$ cat src/rtl/muldiv_unit.sv
// Multi-cycle multiply / signed divide / signed remainder unit.
// Handshake: start is sampled in IDLE or DONE. busy is high while iterating.
// done pulses for one cycle with result and divByZero valid.
// Multiply is shift-add, one multiplier bit per cycle.
// Divide is restoring division on magnitudes, one quotient bit per cycle,
// with the sign fix applied on the last iteration.
module muldiv_unit #(
  parameter int WIDTH = 32,
  parameter int CNTW  = 6
) (
  input  logic             clk,
  input  logic             rst,
  input  logic             start,
  input  logic             isMul,
  input  logic             isDiv,
  input  logic             isMod,
  input  logic [WIDTH-1:0] opA,
  input  logic [WIDTH-1:0] opB,
  output logic             busy,
  output logic             done,
  output logic [WIDTH-1:0] result,
  output logic             divByZero
);

  typedef enum logic [1:0] {IDLE, MUL, DIV, DONE} state_t;

  state_t           state, stateNext;
  logic [CNTW-1:0]  cnt;
  logic [WIDTH-1:0] regA;
  logic [WIDTH-1:0] regB;
  logic [WIDTH-1:0] acc;
  logic             isRem, negQ, negR, zeroDiv;
  logic             accept, lastIter;
  logic [WIDTH-1:0] mulSum, magA, magB;
  logic [WIDTH:0]   remShift;
  logic             fits;
  logic [WIDTH-1:0] remNext, quoNext, qFinal, rFinal;

  assign lastIter = (cnt == CNTW'(WIDTH - 1));

  // Next-state selection; a request is accepted only from IDLE or DONE, multiply has priority
  always_comb begin
    stateNext = state;
    accept    = 1'b0;
    case (state)
      IDLE, DONE: begin
        stateNext = IDLE;
        if (start && (isMul || isDiv || isMod)) begin
          accept    = 1'b1;
          stateNext = isMul ? MUL : DIV;
        end
      end
      MUL:     if (lastIter) stateNext = DONE;
      DIV:     if (zeroDiv || lastIter) stateNext = DONE;
      default: stateNext = IDLE;
    endcase
  end

  // One iteration of shift-add multiply and of restoring divide, plus the final sign fix
  always_comb begin
    mulSum   = acc + (regB[0] ? regA : '0);
    magA     = opA[WIDTH-1] ? -opA : opA;
    magB     = opB[WIDTH-1] ? -opB : opB;
    remShift = {acc, regA[WIDTH-1]};
    fits     = (remShift >= {1'b0, regB});
    remNext  = fits ? (remShift[WIDTH-1:0] - regB) : remShift[WIDTH-1:0];
    quoNext  = {regA[WIDTH-2:0], fits};
    qFinal   = negQ ? -quoNext : quoNext;
    rFinal   = negR ? -remNext : remNext;
  end

  // State, datapath registers and registered outputs.
  // During multiply: regA is the multiplicand, regB is the multiplier and acc is the partial sum.
  // During divide: regA holds the dividend/quotient, regB is the divisor and acc is the remainder.
  always_ff @(posedge clk) begin
    if (rst) begin
      state     <= IDLE;
      busy      <= 1'b0;
      done      <= 1'b0;
      result    <= '0;
      divByZero <= 1'b0;
      cnt       <= '0;
      regA      <= '0;
      regB      <= '0;
      acc       <= '0;
      isRem     <= 1'b0;
      negQ      <= 1'b0;
      negR      <= 1'b0;
      zeroDiv   <= 1'b0;
    end else begin
      state <= stateNext;
      busy  <= (stateNext == MUL) || (stateNext == DIV);
      done  <= (stateNext == DONE);
      if (accept) begin
        cnt <= '0;
        acc <= '0;
        if (isMul) begin
          regA    <= opA;
          regB    <= opB;
          zeroDiv <= 1'b0;
        end else begin
          // A zero divisor keeps the raw dividend so that the remainder result can return it
          regA    <= (opB == '0) ? opA : magA;
          regB    <= magB;
          isRem   <= !isDiv;
          negQ    <= opA[WIDTH-1] ^ opB[WIDTH-1];
          negR    <= opA[WIDTH-1];
          zeroDiv <= (opB == '0);
        end
      end else if (state == MUL) begin
        acc  <= mulSum;
        regA <= {regA[WIDTH-2:0], 1'b0};
        regB <= {1'b0, regB[WIDTH-1:1]};
        cnt  <= cnt + CNTW'(1);
        if (lastIter) begin
          result    <= mulSum;
          divByZero <= 1'b0;
        end
      end else if (state == DIV) begin
        if (zeroDiv) begin
          result    <= isRem ? regA : '1;
          divByZero <= 1'b1;
        end else begin
          acc  <= remNext;
          regA <= quoNext;
          cnt  <= cnt + CNTW'(1);
          if (lastIter) begin
            result    <= isRem ? rFinal : qFinal;
            divByZero <= 1'b0;
          end
        end
      end
    end
  end

endmodule

$ cat config.mk
export PLATFORM = sky130hd
export DESIGN_NAME = muldiv_unit
export DESIGN_NICKNAME = d
export VERILOG_FILES = /design/src/rtl/muldiv_unit.sv
export SDC_FILE = /design/constraint.sdc
export NUM_CORES = 1
export LEC_CHECK = 0
export CAP_MARGIN = 20
export CELL_PAD_IN_SITES_DETAIL_PLACEMENT = 1
export CELL_PAD_IN_SITES_GLOBAL_PLACEMENT = 2
export CORE_ASPECT_RATIO = 1.75
export CORE_UTILIZATION = 35
export CTS_BUF_LIST = sky130_fd_sc_hd__clkbuf_8 sky130_fd_sc_hd__clkbuf_16
export CTS_CLUSTER_SIZE = 24
export DETAILED_ROUTE_END_ITERATION = 7
export HOLD_SLACK_MARGIN = 0.02
export PLACE_DENSITY = 0.87
export SLEW_MARGIN = 0
export SYNTH_ARGS = -nofsm -noshare
export SYNTH_HDL_FRONTEND = slang
export SYNTH_SLANG_ARGS = --single-unit
$ cat constraint.sdc
create_clock -name clk -period 6.4 [get_ports clk]
set_input_delay 1.28 -clock clk [delete_from_list [all_inputs] [get_ports clk]]
set_output_delay 1.28 -clock clk [all_outputs]
set_load 0.02 [all_outputs]
==> run_results.csv, run 1 <==
group,metric,value,unit
die,dieWidth,154,um
critical_path,worstReg2RegStart,"acc[7]",
sta,fmax,0.189,GHz
critical_path,critical_path_class,"reg2reg",
grt,grt_max_degree,67,
hold_path,hold_path.class,"reg2reg",
cts,clock_latency,450,ps
critical_path,r2r_end,"result[22]",
cts,clkSinkCount,143,
detailed_routing,wl_per_cell,21.8,um
cts,hold_buffers,0,
sta,fin_tns_setup,0,ps
yosys,flop_cell,"dfxtp_1",
yosys,synth.most_common_cell,"nor2_1",
sta,hold_ws,485,ps
cts,clk_pin_slew,60,ps
critical_path,worstPathCellList,"ha_1 > a21oi_1 > o21a_1 > o31ai_1 > nor3_2 > o21ai_4 > o21ai_0 > ha_1 > nand2_1 > a211oi_1 > and4_1 > a31oi_1 > or2_1 > o31ai_1 > xor2_1 > o21ai_1 > a311oi_2",
sta,finalWorstSetupSlack,1120,ps
layout,drive_above_1_share,0.0529,
critical_path,crit_end,"result[22]",
layout,design_area,16000,sq um
critical_path,cp-start-kind,"flip-flop",
cts,cts.repair.resized,0,
sta,fin_worst_skew,5.18,ps
run,tool_warnings,28,
power_and_ir_drop,power,4.90,mW
yosys,synthCells,1933,
cts,root_buffer,"clkbuf_16",
power_and_ir_drop,vdd_drop_max,0.000171,V
die,row_count,96,
yosys,ys_sh_xor,0.105,
critical_path,cp.depth,17,
power_and_ir_drop,switching_share,0.471,
sta,finalCriticalPeriod,5280,ps
yosys,yosys_warnings,0,
power_and_ir_drop,combinationalPower,2.73,mW
cts,post_cts_buffers,0,
cts,numCtsBuffers,17,
critical_path,max_stage_delay,520,ps
yosys,area_leaders,"dfxtp_1, ha_1, nor2_1",
cts,htreeDepth,4,
critical_path,rr_worst_depth,17,
critical_path,reg2reg_slack,1120,ps
sta,slew_viol_final,0,
detailed_routing,drt_iter0_markers,760,
yosys,synth.cellmix.simpleShare,0.231,
power_and_ir_drop,internal-power,2.59,mW
power_and_ir_drop,p_comb_frac,0.557,
yosys,postSynthSeqShare,0.204,
critical_path,cp_slowest_cell,"nor3_2",
hold_path,hp-start,"result[8]",
critical_path,end_kind,"flip-flop",
grt,grt_pass1_wl,83.7,mm
sta,grt_setup_unrepaired,"false",
yosys,adder_share,0.0669,
die,fp_util,0.357,
status,run_status,"finished, final reports clean",
detailed_routing,final_antenna_net_count,0,
critical_path,critPathRequiredTime,6760,ps
critical_path,path_delay_family,"AND-OR/OR-AND gates",
hold_path,min_to,"result[8]",
die,die_area,41000,sq um
yosys,fp_nets,2077,
placed_design,dpl_cell_area,15400,sq um
cts,cts_tree,"done",
yosys,ys_types,97,
detailed_routing,firstDrtPassIters,5,
hold_path,worst_hold_path.num_cells,2,
placed_design,gp_congestion,0.951,
sta,hold_violations,0,
grt,grt_overflow_total,0,
yosys,netlist_area,14100,sq um
grt,grt_pass1_vias,15168,
sta,max_slew.worst_pin.slew,1040,ps
yosys,synthTopCellsByCount,"nor2_1, nand2_1, dfxtp_1",
yosys,async_flop_share,0,
run,drv_cap,0,
sta,setup_violations,0,
power_and_ir_drop,p_per_area,306,nW/um^2
detailed_routing,vias,14620,
layout,fin_nets,2098,
power_and_ir_drop,p_clk,1.01,mW
placed_design,port_buffers,104,
critical_path,crit_buf_inv,0,
cts,cts_buffer_depth,2,
yosys,yosysTopAreaCell,"dfxtp_1",
grt,antenna_found_initial,0,
[run 1: layout by cell type (no fill, tap or decap), drive strengths merged, types with 19 or more instances in the layout]
master         count
buf               27
o31ai             36
a21o              26
xor2              68
dfxtp            143
nor2             237
a21oi            133
a211oi            83
nand3             41
nor3              55
or3               20
o211ai            30
and2              38
clkbuf            19
ha                72
o21ai            146
nor4              19
nand2            170
mux2i             74
clkdlybuf4s50    103
inv               64
o22ai             21
xnor2            100
[run 1: state kept, by name, summed over array words and instances (netlist names)]
register / count
negR: 1
result: 32
cnt: 6
done: 1
state: 2
zeroDiv: 1
divByZero: 1
negQ: 1
regB: 32
acc: 32
regA: 32
busy: 1
isRem: 1
[run 1: per-stage QoR]
stage,cells,util
after global routing,2455,0.407
after detailed placement,2424,0.392
after global placement,2424,0.392
after CTS,2454,0.406
after floorplan,1933,-
final,2455,0.407
[run 1: per-layer routing]
metal,part of all wire,up-vias,global-route usage
met4,0.054,0,0.156
met5,0,-,0
met3,0.026,105,0.0256
met2,0.51,306,0.478
li1,-,7078,-
met1,0.41,7131,0.286
[run 1: layout make-up]
cell class | count | area [sq um]
Tap cell | 490 | 613
Timing Repair Buffer | 130 | 1270
Sequential cell | 143 | 2860
Inverter | 66 | 250
Clock buffer | 19 | 453
Multi-Input combinational cell | 1596 | 10500
Clock inverter | 11 | 118
Fill cell | 4908 | 23400
[run 1: kinds of logic after synthesis]
family	count (synthesis)
buffers and inverters	194
AND/OR/NAND/NOR	678
flip-flops	143
multiplexers	75
AND-OR/OR-AND	601
adder cells (fa/ha/maj)	74
XOR/XNOR	168
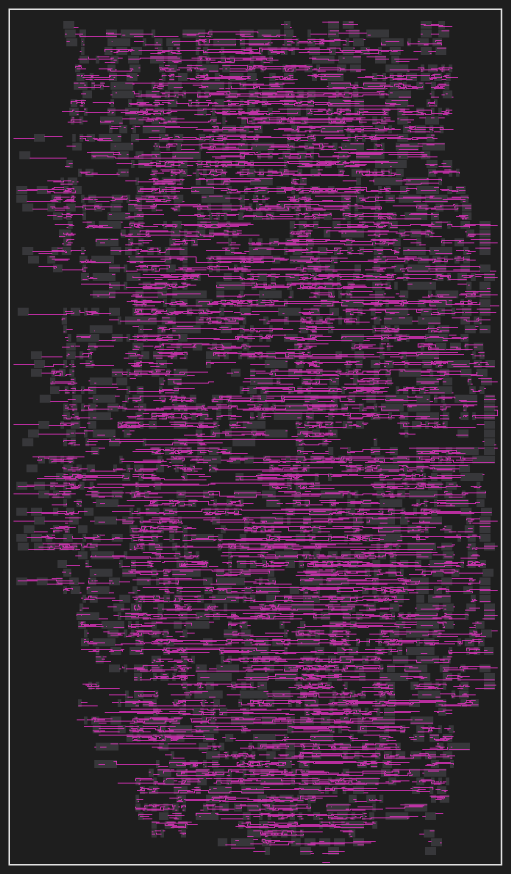
(run_1/layer_met1.png)
wire length on this layer: 21.9 mm
longest straight run: 70.4 um
nets with wire on the layer: 1,973
share of all routed wire: 41%
main direction: horizontal

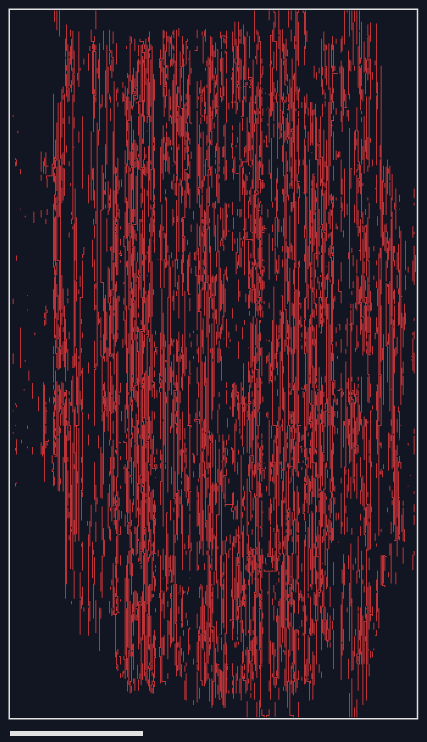
(run_1/layer_met2.png)
Bar = 50 um.
main direction: vertical
wire length on this layer: 27.3 mm
longest straight run: 91.8 um
share of all routed wire: 51%
nets with wire on the layer: 1,803

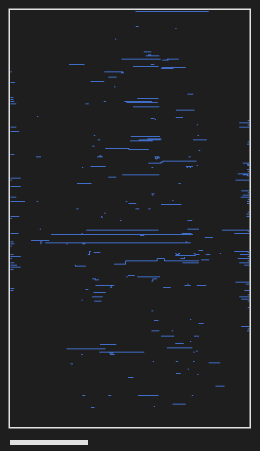
(run_1/layer_met3.png)
Bar = 50 um.
wire length on this layer: 1,370 um
nets with wire on the layer: 159
main direction: horizontal
share of all routed wire: 2.6%

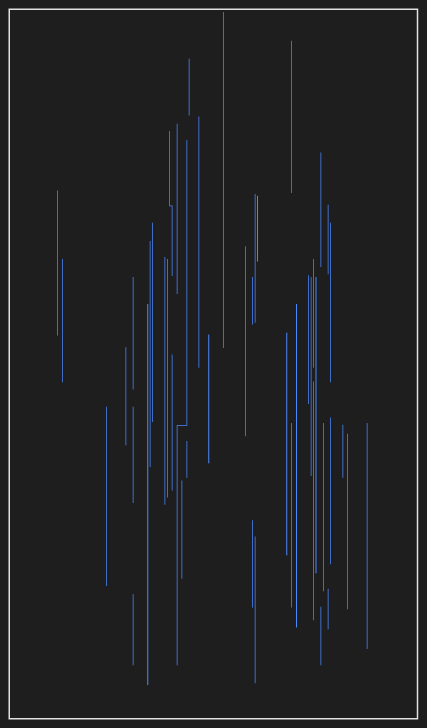
(run_1/layer_met4.png)
main direction: vertical
longest straight run: 144 um
nets with wire on the layer: 38
share of all routed wire: 5.5%
wire length on this layer: 2,910 um

--- run 2 (diff from run 1) ---
==> constraint.sdc (replaced) <==
create_clock -name clk -period 5.5 [get_ports clk]
set_input_delay 1.1 -clock clk [delete_from_list [all_inputs] [get_ports clk]]
set_output_delay 1.1 -clock clk [all_outputs]
set_load 0.02 [all_outputs]
==> run_results.csv, run 2 <==
group,metric,value,unit
status,run_status,"finished, final reports clean",
sta,slew_headroom,0.272,
grt,antenna_found_initial,1,
yosys,postSynthSeqShare,0.204,
critical_path,cp-start-kind,"flip-flop",
sta,slew_viol_final,0,
critical_path,worstReg2RegStart,"regB[29]",
placed_design,dpl_cell_area,15600,sq um
sta,fin_worst_skew,11.7,ps
sta,hold_ws,483,ps
sta,grt_setup_unrepaired,"false",
detailed_routing,final_antenna_net_count,0,
yosys,async_flop_share,0,
sta,setup_violations,0,
die,die_area,41000,sq um
critical_path,cp_slowest_cell,"o31ai_4",
cts,cts_buffer_depth,2,
power_and_ir_drop,p_leak,6.28,nW
die,row_count,96,
detailed_routing,wl_per_cell,21.8,um
hold_path,hold_path.class,"reg2reg",
detailed_routing,firstDrtPassIters,5,
cts,root_buffer,"clkbuf_16",
sta,finalCriticalPeriod,5110,ps
critical_path,reg2reg_slack,390,ps
layout,n_fill_cell,4862,
sta,max_slew.worst_pin.slew,1080,ps
run,tool_warnings,28,
power_and_ir_drop,vdd_drop_max,0.000185,V
yosys,fp_nets,2077,
sta,hold_violations,0,
yosys,netlist_area,14100,sq um
critical_path,rr_worst_depth,19,
sta,fin_tns_setup,0,ps
grt,grt_max_degree,95,
critical_path,critical_path_class,"reg2reg",
die,fp_util,0.357,
power_and_ir_drop,p_per_area,364,nW/um^2
yosys,synthTopCellsByCount,"nor2_1, nand2_1, dfxtp_1",
hold_path,hp-start,"result[8]",
yosys,ys_types,97,
detailed_routing,drt_iter0_markers,701,
detailed_routing,vias,14754,
cts,post_cts_buffers,0,
die,dieWidth,154,um
layout,fin_nets,2126,
grt,grt_overflow_total,0,
layout,regArea,2860,sq um
yosys,synth.most_common_cell,"nor2_1",
placed_design,port_buffers,104,
critical_path,critPathRequiredTime,5870,ps
critical_path,crit_buf_inv,2,
grt,grt_pass1_vias,15185,
layout,comb_area,10500,sq um
critical_path,crit_end,"result[22]",
yosys,yosys_warnings,0,
layout,lay_top_count,"nor2_1",
critical_path,max_stage_delay,440,ps
critical_path,worstPathCellList,"inv_1 > ha_1 > and4b_1 > a221oi_2 > nand2_1 > o31ai_4 > o21ai_4 > buf_4 > o21ai_0 > ha_1 > nand2_1 > a211oi_1 > and4_1 > a31oi_1 > or2_1 > o31ai_1 > xor2_1 > o21ai_1 > a311oi_2",
sta,fmax,0.196,GHz
run,drv_cap,0,
hold_path,worst_hold_path.num_cells,2,
yosys,yosysTopAreaCell,"dfxtp_1",
layout,design_area,16300,sq um
cts,cts.repair.resized,0,
cts,cts_tree,"done",
critical_path,path_delay_family,"AND-OR/OR-AND gates",
detailed_routing,viasPerCell,5.94,
cts,hold_buffers,0,
yosys,flop_cell,"dfxtp_1",
detailed_routing,routed_wl,54.3,mm
yosys,area_leaders,"dfxtp_1, ha_1, nor2_1",
cts,clkSinkCount,143,
grt,grt_pass1_wl,84.4,mm
critical_path,end_kind,"flip-flop",
critical_path,cp.depth,19,
yosys,synthCells,1933,
layout,drive_above_1_share,0.0662,
layout,final_util,0.413,
hold_path,min_to,"result[8]",
cts,htreeDepth,4,
cts,clk_pin_slew,70,ps
[run 2: netlist changes by cell type in the layout (fill, tap and decap cells not counted)]
cell,before,now
buf_4,25,54
bufinv_16,2,4
clkinv_2,4,2
clkinv_4,0,2
clkinvlp_4,5,3
inv_6,0,2
buf_12,1,0
clkbuf_8,2,1
nand2b_1,16,17
nand2b_2,1,0
[run 2: area by class of cell]
type                            count  area share
Inverter                           66      0.0154
Tap cell                          490      0.0376
Clock inverter                     13      0.0115
Sequential cell                   143       0.176
Timing Repair Buffer              158      0.0899
Multi-Input combinational cell   1596       0.643
Clock buffer                       18      0.0270
[run 2: cell families after synthesis]
family,after synthesis,share of synthesized area
AOI/OAI and AO/OA,601,0.286
xor gates and xnor gates,168,0.105
adders and majority gates,74,0.0669
buffers and inverters,194,0.0547
DFF,143,0.204
muxes,75,0.0535
and+or+nand+nor,678,0.231
[run 2: stage by stage]
stage | power [mW] | std cells | worst slack, ps
global route | 6.29 | 2484 | 88.9
global placement | 4.55 | 2452 | 609
finish | 5.92 | 2484 | 392
CTS | 5.93 | 2483 | 425
detailed placement | 4.62 | 2452 | 452
floorplan | 3.57 | 1933 | 678
[run 2: tightest hold or removal path: cells and delay by family, from the launching register on]
family          cells  cell delay, ps
simple gates        1              60
flops               1             330
compound gates      1              50
[run 2: routing by layer]
layer | global-route usage | vias up | routed length (um)
met2 | 0.502 | 319 | 28400
met1 | 0.289 | 7195 | 22000
met5 | 0 | - | 13
met3 | 0.0251 | 123 | 1260
li1 | - | 7115 | -
met4 | 0.133 | 2 | 2570
[run 2: power breakdown]
| part | total (mW) | internal [mW] | switching [mW] |
|---|---|---|---|
| sequential | 1.34 | 1.17 | 0.171 |
| clock | 1.29 | 0.770 | 0.524 |
| combinational | 3.29 | 1.24 | 2.04 |
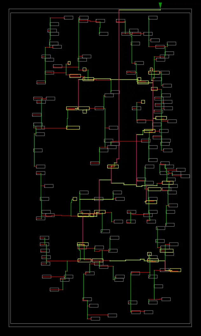
(run_2/clocks.png)
clk latency late pin: 460 ps
CTS Buf Count: 17
flip-flops: 143
clock buffer count: 18
clock network power: 1.29 mW

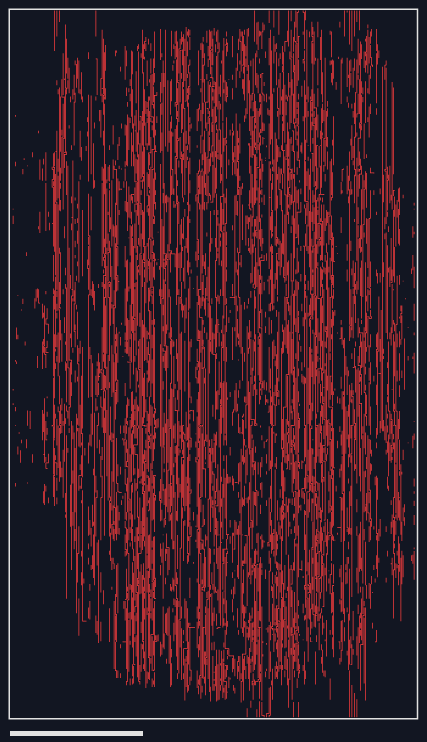
(run_2/layer_met2.png)
Bar = 50 um.
share of all routed wire: 52%
main direction: vertical
wire length on this layer: 28.4 mm
longest straight run: 137 um
nets with wire on the layer: 1,854

Power and IR drop assume default switching activity.
